**src/rtl/dfr_axi_pkg.sv**
```systemverilog
// Shared decode constants, response codes and FSM states
// for the DFR AXI4-Lite register/memory slave.
package dfr_axi_pkg;

  localparam logic [5:0] RGN_CFG = 6'h00;
  localparam logic [5:0] RGN_IN  = 6'h01;
  localparam logic [5:0] RGN_RES = 6'h02;
  localparam logic [5:0] RGN_WGT = 6'h03;
  localparam logic [5:0] RGN_OUT = 6'h04;

  localparam logic [7:0] OFF_CTRL  = 8'h00;
  localparam logic [7:0] OFF_DEBUG = 8'h04;
  localparam logic [7:0] OFF_LAST  = 8'h20;

  localparam logic [1:0] RESP_OKAY   = 2'b00;
  localparam logic [1:0] RESP_SLVERR = 2'b10;

  typedef enum logic [2:0] {
    IDLE,
    WR_ACK,
    WR_RESP,
    RD_ADDR,
    RD_DATA
  } state_e;

  function automatic logic cfg_hit(input logic [7:0] off);
    return (off[1:0] == 2'b00) && (off <= OFF_LAST);
  endfunction

endpackage

```
**src/rtl/dfr_axi_lite_slave.sv**
```systemverilog
// AXI4-Lite slave: config register file plus four word-addressed
// memory regions reached through single-cycle strobes.
module dfr_axi_lite_slave
  import dfr_axi_pkg::*;
#(
  parameter int C_S_AXI_DATA_WIDTH = 32,
  parameter int C_S_AXI_ADDR_WIDTH = 30,
  parameter int MEM_ADDR_WIDTH     = 17
) (
  input  logic                            S_AXI_ACLK,
  input  logic                            S_AXI_ARESET,
  input  logic [C_S_AXI_ADDR_WIDTH-1:0]   S_AXI_AWADDR,
  input  logic                            S_AXI_AWVALID,
  output logic                            S_AXI_AWREADY,
  input  logic [C_S_AXI_DATA_WIDTH-1:0]   S_AXI_WDATA,
  input  logic [C_S_AXI_DATA_WIDTH/8-1:0] S_AXI_WSTRB,
  input  logic                            S_AXI_WVALID,
  output logic                            S_AXI_WREADY,
  output logic [1:0]                      S_AXI_BRESP,
  output logic                            S_AXI_BVALID,
  input  logic                            S_AXI_BREADY,
  input  logic [C_S_AXI_ADDR_WIDTH-1:0]   S_AXI_ARADDR,
  input  logic                            S_AXI_ARVALID,
  output logic                            S_AXI_ARREADY,
  output logic [C_S_AXI_DATA_WIDTH-1:0]   S_AXI_RDATA,
  output logic [1:0]                      S_AXI_RRESP,
  output logic                            S_AXI_RVALID,
  input  logic                            S_AXI_RREADY,
  input  logic                            busy,
  input  logic [C_S_AXI_DATA_WIDTH-1:0]   debug_in,
  output logic [C_S_AXI_DATA_WIDTH-1:0]   ctrl_reg,
  output logic [C_S_AXI_DATA_WIDTH-1:0]   num_init_samples,
  output logic [C_S_AXI_DATA_WIDTH-1:0]   num_train_samples,
  output logic [C_S_AXI_DATA_WIDTH-1:0]   num_test_samples,
  output logic [C_S_AXI_DATA_WIDTH-1:0]   num_steps_per_sample,
  output logic [C_S_AXI_DATA_WIDTH-1:0]   num_init_steps,
  output logic [C_S_AXI_DATA_WIDTH-1:0]   num_train_steps,
  output logic [C_S_AXI_DATA_WIDTH-1:0]   num_test_steps,
  output logic [2:0]                      mem_sel,
  output logic [MEM_ADDR_WIDTH-1:0]       mem_addr,
  output logic                            mem_wen,
  output logic                            mem_ren,
  output logic [C_S_AXI_DATA_WIDTH-1:0]   mem_wdata,
  input  logic [C_S_AXI_DATA_WIDTH-1:0]   mem_rdata
);

  localparam int DW = C_S_AXI_DATA_WIDTH;

  state_e state, nxt;

  logic [C_S_AXI_ADDR_WIDTH-1:0] addr_q;
  logic [DW-1:0] wdata_q, rdata_q;
  logic [1:0]    bresp_q, rresp_q;
  logic          rd_first;
  logic [DW-1:0] regs [0:8];

  logic [5:0]    region;
  logic [7:0]    off;
  logic [3:0]    idx;
  logic          is_mem, is_cfg, is_dbg, is_ctrl;
  logic          num_blocked, cfg_wen;
  logic [1:0]    wr_resp, rd_resp;
  logic [DW-1:0] rd_live;

  // Decode always works from the latched address
  assign region  = addr_q[29:24];
  assign off     = addr_q[7:0];
  assign idx     = off[5:2];
  assign is_mem  = (region >= RGN_IN) && (region <= RGN_OUT);
  assign is_cfg  = (region == RGN_CFG) && cfg_hit(off);
  assign is_dbg  = is_cfg && (off == OFF_DEBUG);
  assign is_ctrl = is_cfg && (off == OFF_CTRL);

  assign num_blocked = is_cfg && !is_ctrl && !is_dbg && busy;
  assign cfg_wen     = (state == WR_ACK) && is_cfg && !is_dbg
                       && !num_blocked;
  assign wr_resp = (is_mem || (is_cfg && !num_blocked))
                   ? RESP_OKAY : RESP_SLVERR;
  assign rd_resp = (is_mem || is_cfg) ? RESP_OKAY : RESP_SLVERR;
  assign rd_live = is_mem ? mem_rdata :
                   is_dbg ? debug_in  :
                   is_cfg ? regs[idx] : '0;

  always_ff @(posedge S_AXI_ACLK or posedge S_AXI_ARESET) begin
    if (S_AXI_ARESET) state <= IDLE;
    else              state <= nxt;
  end

  always_comb begin
    nxt = state;
    unique case (state)
      IDLE: begin
        if (S_AXI_AWVALID && S_AXI_WVALID) nxt = WR_ACK;
        else if (S_AXI_ARVALID)            nxt = RD_ADDR;
      end
      WR_ACK:  nxt = WR_RESP;
      WR_RESP: if (S_AXI_BREADY) nxt = IDLE;
      RD_ADDR: nxt = RD_DATA;
      RD_DATA: if (S_AXI_RREADY) nxt = IDLE;
      default: nxt = IDLE;
    endcase
  end

  always_comb begin
    S_AXI_AWREADY = (state == WR_ACK);
    S_AXI_WREADY  = (state == WR_ACK);
    S_AXI_BVALID  = (state == WR_RESP);
    S_AXI_ARREADY = (state == RD_ADDR);
    S_AXI_RVALID  = (state == RD_DATA);
    mem_wen       = (state == WR_ACK) && is_mem;
    mem_ren       = (state == RD_ADDR) && is_mem;
  end

  always_ff @(posedge S_AXI_ACLK or posedge S_AXI_ARESET) begin
    if (S_AXI_ARESET) begin
      addr_q   <= '0;
      wdata_q  <= '0;
      rdata_q  <= '0;
      bresp_q  <= RESP_OKAY;
      rresp_q  <= RESP_OKAY;
      rd_first <= 1'b0;
      for (int i = 0; i < 9; i++) regs[i] <= '0;
    end else begin
      rd_first <= (state == RD_ADDR);
      if (state == IDLE && nxt == WR_ACK) begin
        addr_q  <= S_AXI_AWADDR;
        wdata_q <= S_AXI_WDATA;
      end else if (state == IDLE && nxt == RD_ADDR) begin
        addr_q <= S_AXI_ARADDR;
      end
      if (state == WR_ACK) bresp_q <= wr_resp;
      if (cfg_wen) regs[idx] <= wdata_q;
      if (state == RD_ADDR) rresp_q <= rd_resp;
      if (state == RD_DATA && rd_first) rdata_q <= rd_live;
    end
  end

  // Memory data arrives in the first RD_DATA cycle, held afterwards
  assign S_AXI_RDATA = (state != RD_DATA) ? '0 :
                       rd_first ? rd_live : rdata_q;
  assign S_AXI_RRESP = rresp_q;
  assign S_AXI_BRESP = bresp_q;

  assign mem_sel   = is_mem ? region[2:0] : 3'd0;
  assign mem_addr  = addr_q[MEM_ADDR_WIDTH+1:2];
  assign mem_wdata = wdata_q;

  assign ctrl_reg             = regs[0];
  assign num_init_samples     = regs[2];
  assign num_train_samples    = regs[3];
  assign num_test_samples     = regs[4];
  assign num_steps_per_sample = regs[5];
  assign num_init_steps       = regs[6];
  assign num_train_steps      = regs[7];
  assign num_test_steps       = regs[8];

  logic unused_ok;
  assign unused_ok = ^{S_AXI_WSTRB, addr_q, regs[1]};

endmodule

```
**config.mk**
```make
export PLATFORM = sky130hd
export DESIGN_NAME = dfr_axi_lite_slave
export DESIGN_NICKNAME = d
export VERILOG_FILES = /design/src/rtl/dfr_axi_pkg.sv /design/src/rtl/dfr_axi_lite_slave.sv
export SDC_FILE = /design/constraint.sdc
export NUM_CORES = 1
export LEC_CHECK = 0
export CORE_ASPECT_RATIO = 0.5
export CORE_MARGIN = 1.5
export CORE_UTILIZATION = 32
export DETAILED_ROUTE_END_ITERATION = 10
export PLACE_DENSITY_LB_ADDON = 0.12
export SYNTH_ARGS = -nofsm -noshare
export SYNTH_HDL_FRONTEND = slang
export SYNTH_SLANG_ARGS = --single-unit
```
**constraint.sdc**
```tcl
create_clock -name S_AXI_ACLK -period 18 [get_ports S_AXI_ACLK]
set_clock_uncertainty 0.1 [all_clocks]
set_input_delay 3.6 -clock S_AXI_ACLK [delete_from_list [all_inputs] [get_ports S_AXI_ACLK]]
set_output_delay 3.6 -clock S_AXI_ACLK [all_outputs]
set_load 0.02 [all_outputs]
```
**Run 1: gate families picked out**

Scale: 1.5 px per µm.
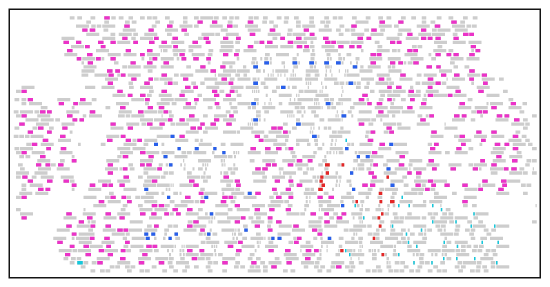
[cyan] inverters | cells: 32 | where: lower right
[magenta] multiplexers | cells: 416 | where: all over the die
[blue] AND-OR and OR-AND gates | cells: 48
[red] AND and OR gates | cells: 18

**Run 1: wiring by layer**

Scale: 1.5 px per µm. Two of the layers only.
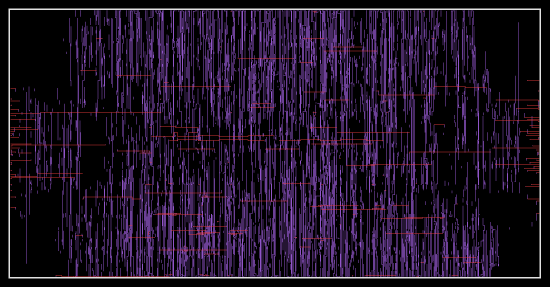
[red] met3 | wire length: 2,360 µm
[purple] met2 | wire length: 36.4 mm

**Run 1: a small window of the routed layout**

Window x 162 to 192, y 74 to 104 µm. Cells in gray, sequential cells in the stronger gray; small squares are vias.
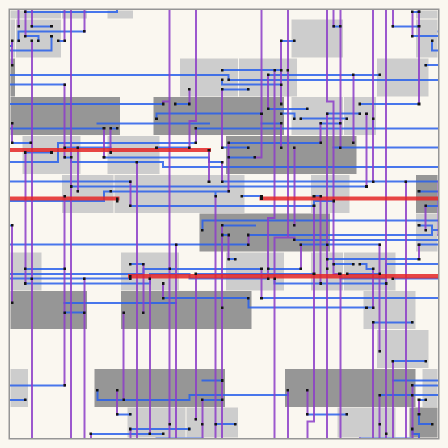
[red] met3
[blue] met1
[purple] met2
most frequent: dfrtp_1 (8), mux2_2 (7), clkdlybuf4s50_1 (5)
netlist names of flops here include: ctrl_reg (2)
cells with their middle in the window: 31
sequential cells in the window: 8

==> run 1: worst min-delay path by stage <==
stage | slack (ns) | end | startpoint | depth (start not counted)
2_1_floorplan | 0.33 | regs[251] | regs[251] | 1
3_3_place_gp | 0.27 | regs[245] | regs[245] | 0
3_5_place_dp | 0.27 | regs[247] | regs[247] | 0
4_1_cts | 0.28 | regs[247] | regs[247] | 0
5_1_grt | 0.29 | regs[239] | regs[239] | 0
6_report | 0.28 | regs[230] | regs[230] | 0
==> run 1: where the power goes <==
group	switching [mW]	internal [mW]	leakage, nW	total [mW]
logic	0.587	0.411	5.43	0.998
registers	0.198	0.970	5.09	1.17
clock network	0.375	0.525	0.692	0.900
==> run 1: layer usage <==
layer | up-vias | routed length, µm | track usage
met2 | 261 | 36400 | 0.387
li1 | 6056 | - | -
met4 | 0 | 1580 | 0.0594
met3 | 88 | 2360 | 0.0318
met1 | 7035 | 29000 | 0.271
met5 | - | 0 | 0
==> run 1: layout make-up <==
cell class                 count  area [µm²]
clock inverter                 8        93.8
timing repair buffer         526        5220
tap                          812        1020
sequential                   383        9590
clock buffer                  66        1310
multi-input combinational    854        7240
fill                        5813       35300
antenna                       10        25.0
inverter                      32         128
==> run 1: placed cells by master (no fill, tap or decap), types with 24 or more instances in the layout <==
master,n
clkdlybuf4s50_1,502
dfrtp_1,380
mux2_2,263
mux2i_1,128
nand2_1,103
o21ai_0,68
o22ai_1,54
clkbuf_16,45
o221ai_1,33
inv_1,30
mux2_1,25
a21oi_1,24
==> run 1: worst max-delay path, delay by kind of cell <==
kind	cells	cell delay, ns
AND-OR/OR-AND	2	0.49
buffers and inverters	2	1.18
AND/OR/NAND/NOR	1	0.08
==> notes.md, run 1 <==
fresh numbers from the pnr run: outcome completed, P&R area growth vs syn 25.5%, fa+ha+maj area frac 0, CP most frequent cell clkdlybuf4s50_1, clock root buffer clkbuf_16, Hold Buf Count CTS 0, post-layout minimum cycle time 9.04 ns, Crit. End Element primary output, vias 13,440, mux frac, synth 0.231, Synth cell types 46, post-route insts no fill 2,691, reg2reg setup slack 13.69 ns, area share, top type 0.489, final hold violation count 0, worst reg2reg endpoint num_steps_per_sample[17], CP Class in2out, H-tree depth 2, Async SR Flop Fraction 1.00, CP cell instances clkdlybuf4s50_1 -> o221ai_1 -> o32a_1 -> nand2_1 -> clkdlybuf4s50_1, setup_tns 0 ns, Fin Hold WS 0.279 ns, pin count of the biggest net entering global routing 148, # resized after CTS 0, port bufs 502, die width 353 µm, core area 0.0599 mm², IO Pins 519, Critical Path Sink S_AXI_RDATA[27], relative slew slack 0.323, Critical Path RT 14.30 ns, main flop type dfrtp_1, Yosys top cell by area dfrtp_1, Hold Crit Class reg2reg, first-pass GRT wire length 99,100 µm, Cell area leaders dfrtp_1 (49%), mux2_2 (15%), buf_4 (11%), FMAX 111 MHz, Synth Seq Share 0.489, post-detail-place hpwl 46,100 µm, layout cells sized above 1 0.201, Avg WL per Cell 25.7 µm, die height 178 µm, clk ins delay skew pair 0.57 ns, Yosys warnings 0, CTS tree done, ao+oa area frac 0.0989, Layout Utilization 0.411, placed cell area 0.0232 mm², period utilisation layout 0.502, EDFF count, synth 0, Final ANT Viol Nets 0, vias in the first global route 13,498, final number of setup-violating endpoints 0, nets 2,007, Startpoint Class input port, FP Util 0.327, Site Rows 63, CP Max Fanout 2, Pwr Density 125 mW/mm², Chip Area 0.0629 mm², Leak Pwr 11.2 nW, post-route cell area 0.0246 mm², Final Max Tran Viols 0, Synth Cell Area 0.0196 mm², yosys cell count 1,686, placed cells 2,607, peak supply drop 0.0781 mV, max cap viols 0, RSZ-0062 raised after global routing false, Main logic family multiplexers, Total Wirelength 69,300 µm, post-DR vias/cell 4.99, Post-CTS Setup Inserts 0, DR iter-0 viols 864, clock-pin slew on the worst setup and hold paths 0.06 ns, register bit count reported by yosys 383
**Run 1: signal metal coverage by tile**

Scale: 1 px per µm. The die is cut into 35 by 18 equal tiles; dark purple is low, yellow is high, scaled to the fullest tile. Values are wire area over tile area, all layers added.
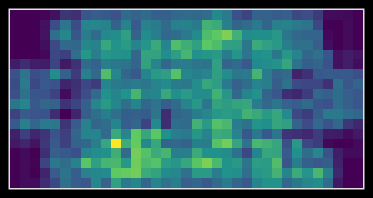

==> inputs of run 2 (changes only) <==
==> constraint.sdc (replaced) <==
create_clock -name S_AXI_ACLK -period 9.1 [get_ports S_AXI_ACLK]
set_clock_uncertainty 0.1 [all_clocks]
set_input_delay 1.82 -clock S_AXI_ACLK [delete_from_list [all_inputs] [get_ports S_AXI_ACLK]]
set_output_delay 1.82 -clock S_AXI_ACLK [all_outputs]
set_load 0.02 [all_outputs]
**Run 2: signal metal coverage by tile**

Scale: 1 px per µm. The die is cut into 35 by 18 equal tiles; dark purple is low, yellow is high, scaled to the fullest tile. Values are wire area over tile area, all layers added.
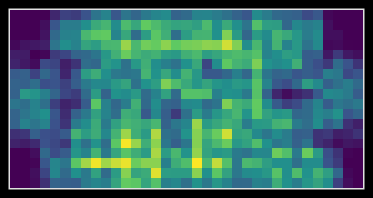
nearly empty tiles: 6.0%
tiles over half the peak: 38%
mean over tiles: 0.17
fullest tile: 0.40

==> notes.md, run 2 <==
fresh numbers from the pnr run: post-layout minimum cycle time 6.56 ns, nets 2,008, IO Pins 519, setup_tns 0 ns, post-detail-place hpwl 46,000 µm, CP Max Fanout 40, Net Sw Frac 0.383, # fillers 5,792, CP Class reg2out, P&R area growth vs syn 25.2%, vias 13,474, Main logic family multiplexers, Leak Pwr 11.2 nW, layout cells sized above 1 0.200, core area 0.0599 mm², Synth cell types 46, mux frac, synth 0.231, # resized after CTS 0, Chip Area 0.0629 mm², post-DR vias/cell 5.02, Logic pwr share 0.328, Logic area 0.00724 mm², main flop type dfrtp_1, register bit count reported by yosys 383, peak supply drop 0.133 mV, WHS Path Cells 0, vias in the first global route 13,573, Hold Crit Class reg2reg, die width 353 µm, clock root buffer clkbuf_16, EDFF count, synth 0, most frequent cells in the layout clkdlybuf4s50_1 (502), dfrtp_1 (380), mux2_2 (263), mux2i_1 (128), nand2_1 (103), Post-CTS Setup Inserts 0, DR iter-0 viols 721, placed cell area 0.0232 mm², relative slew slack 0.322, outcome completed, Synth Cell Area 0.0196 mm², pin count of the biggest net entering global routing 147, met2 wire length 35,000 µm, global routing usage on met1 0.282, FMAX 152 MHz, area share, top type 0.489, post-route cell area 0.0245 mm², worst reg2reg endpoint num_train_samples[17], fa+ha+maj area frac 0, met2 Usage GRT 0.373, CTS tree done, yosys cell count 1,686, Final ANT Viol Nets 0, reg2reg setup slack 4.73 ns, Total Wirelength 69,900 µm, busiest grt layer met2, worst hold start regs[240], Cell area leaders dfrtp_1 (49%), mux2_2 (15%), buf_4 (11%), Site Rows 63, clk ins delay skew pair 0.57 ns, Buf+Inv Stages, Crit Path 2, register area 0.00959 mm², Hold Buf Count CTS 0, Crit. End Element primary output, uppermost layer routed met4, Async SR Flop Fraction 1.00, Pwr Density 245 mW/mm², H-tree depth 2, clock-pin slew on the worst setup and hold paths 0.06 ns, die height 178 µm, most frequent logic cell in the layout clkdlybuf4s50_1, final number of setup-violating endpoints 0, RSZ-0062 raised after global routing false, Critical Path RT 7.18 ns, wl on met1 30,400 µm, sequential share of power 0.386, first-pass GRT wire length 99,700 µm, delay-heaviest family, CP buffers and inverters, Synth Seq Share 0.489
==> run 2: cell types whose count changed in the layout (fill, tap and decap cells not counted) <==
cell	previous run	this run
clkbuf_1	11	12
dfrtp_4	1	2
clkinvlp_4	0	1
bufinv_16	2	1
inv_8	1	0
diode_2	10	6
dfrtp_2	2	1
buf_4	23	25
clkinv_4	0	1
clkbuf_8	10	11
clkbuf_16	45	43
clkinv_2	5	2
==> run 2: through the flow <==
stage,std cells,total power [mW],hold WS [ns]
floorplan,1687,3.42,0.329
global placement,2609,4.35,0.264
detailed placement,2609,4.36,0.267
CTS,2680,6.11,0.281
global route,2685,6.33,0.287
finish,2686,6.01,0.278
==> run 2: power groups by stage <==
stage,Combinational (mW),Clock [mW],Sequential (mW)
after global placement,2.00,0,2.35
after global routing,2.11,1.85,2.37
after detailed placement,2.00,0,2.35
after floorplan,1.19,0,2.23
after CTS,2.01,1.77,2.32
final,1.97,1.72,2.32
==> run 2: final cells by class <==
class                           instances  share of cell area
Antenna cell                            6            0.000612
Clock buffer                           66              0.0518
Clock inverter                          5             0.00234
Inverter                               32             0.00505
Multi-Input combinational cell        854               0.295
Sequential cell                       383               0.391
Tap cell                              812              0.0414
Timing Repair Buffer                  528               0.213
==> run 2: how the worst max path moves through the flow <==
stage	cells past startpoint	endpoint	from	slack (ns)
2_1_floorplan	1	S_AXI_BRESP[1]	S_AXI_ARESET	2.03
3_3_place_gp	7	S_AXI_RDATA[15]	addr_q[2]	3.10
3_5_place_dp	7	S_AXI_RDATA[15]	addr_q[2]	3.09
4_1_cts	7	S_AXI_RDATA[15]	addr_q[2]	2.45
5_1_grt	7	S_AXI_RDATA[15]	addr_q[2]	2.34
6_report	7	S_AXI_RDATA[15]	addr_q[2]	2.54
Power and IR drop assume default switching activity.
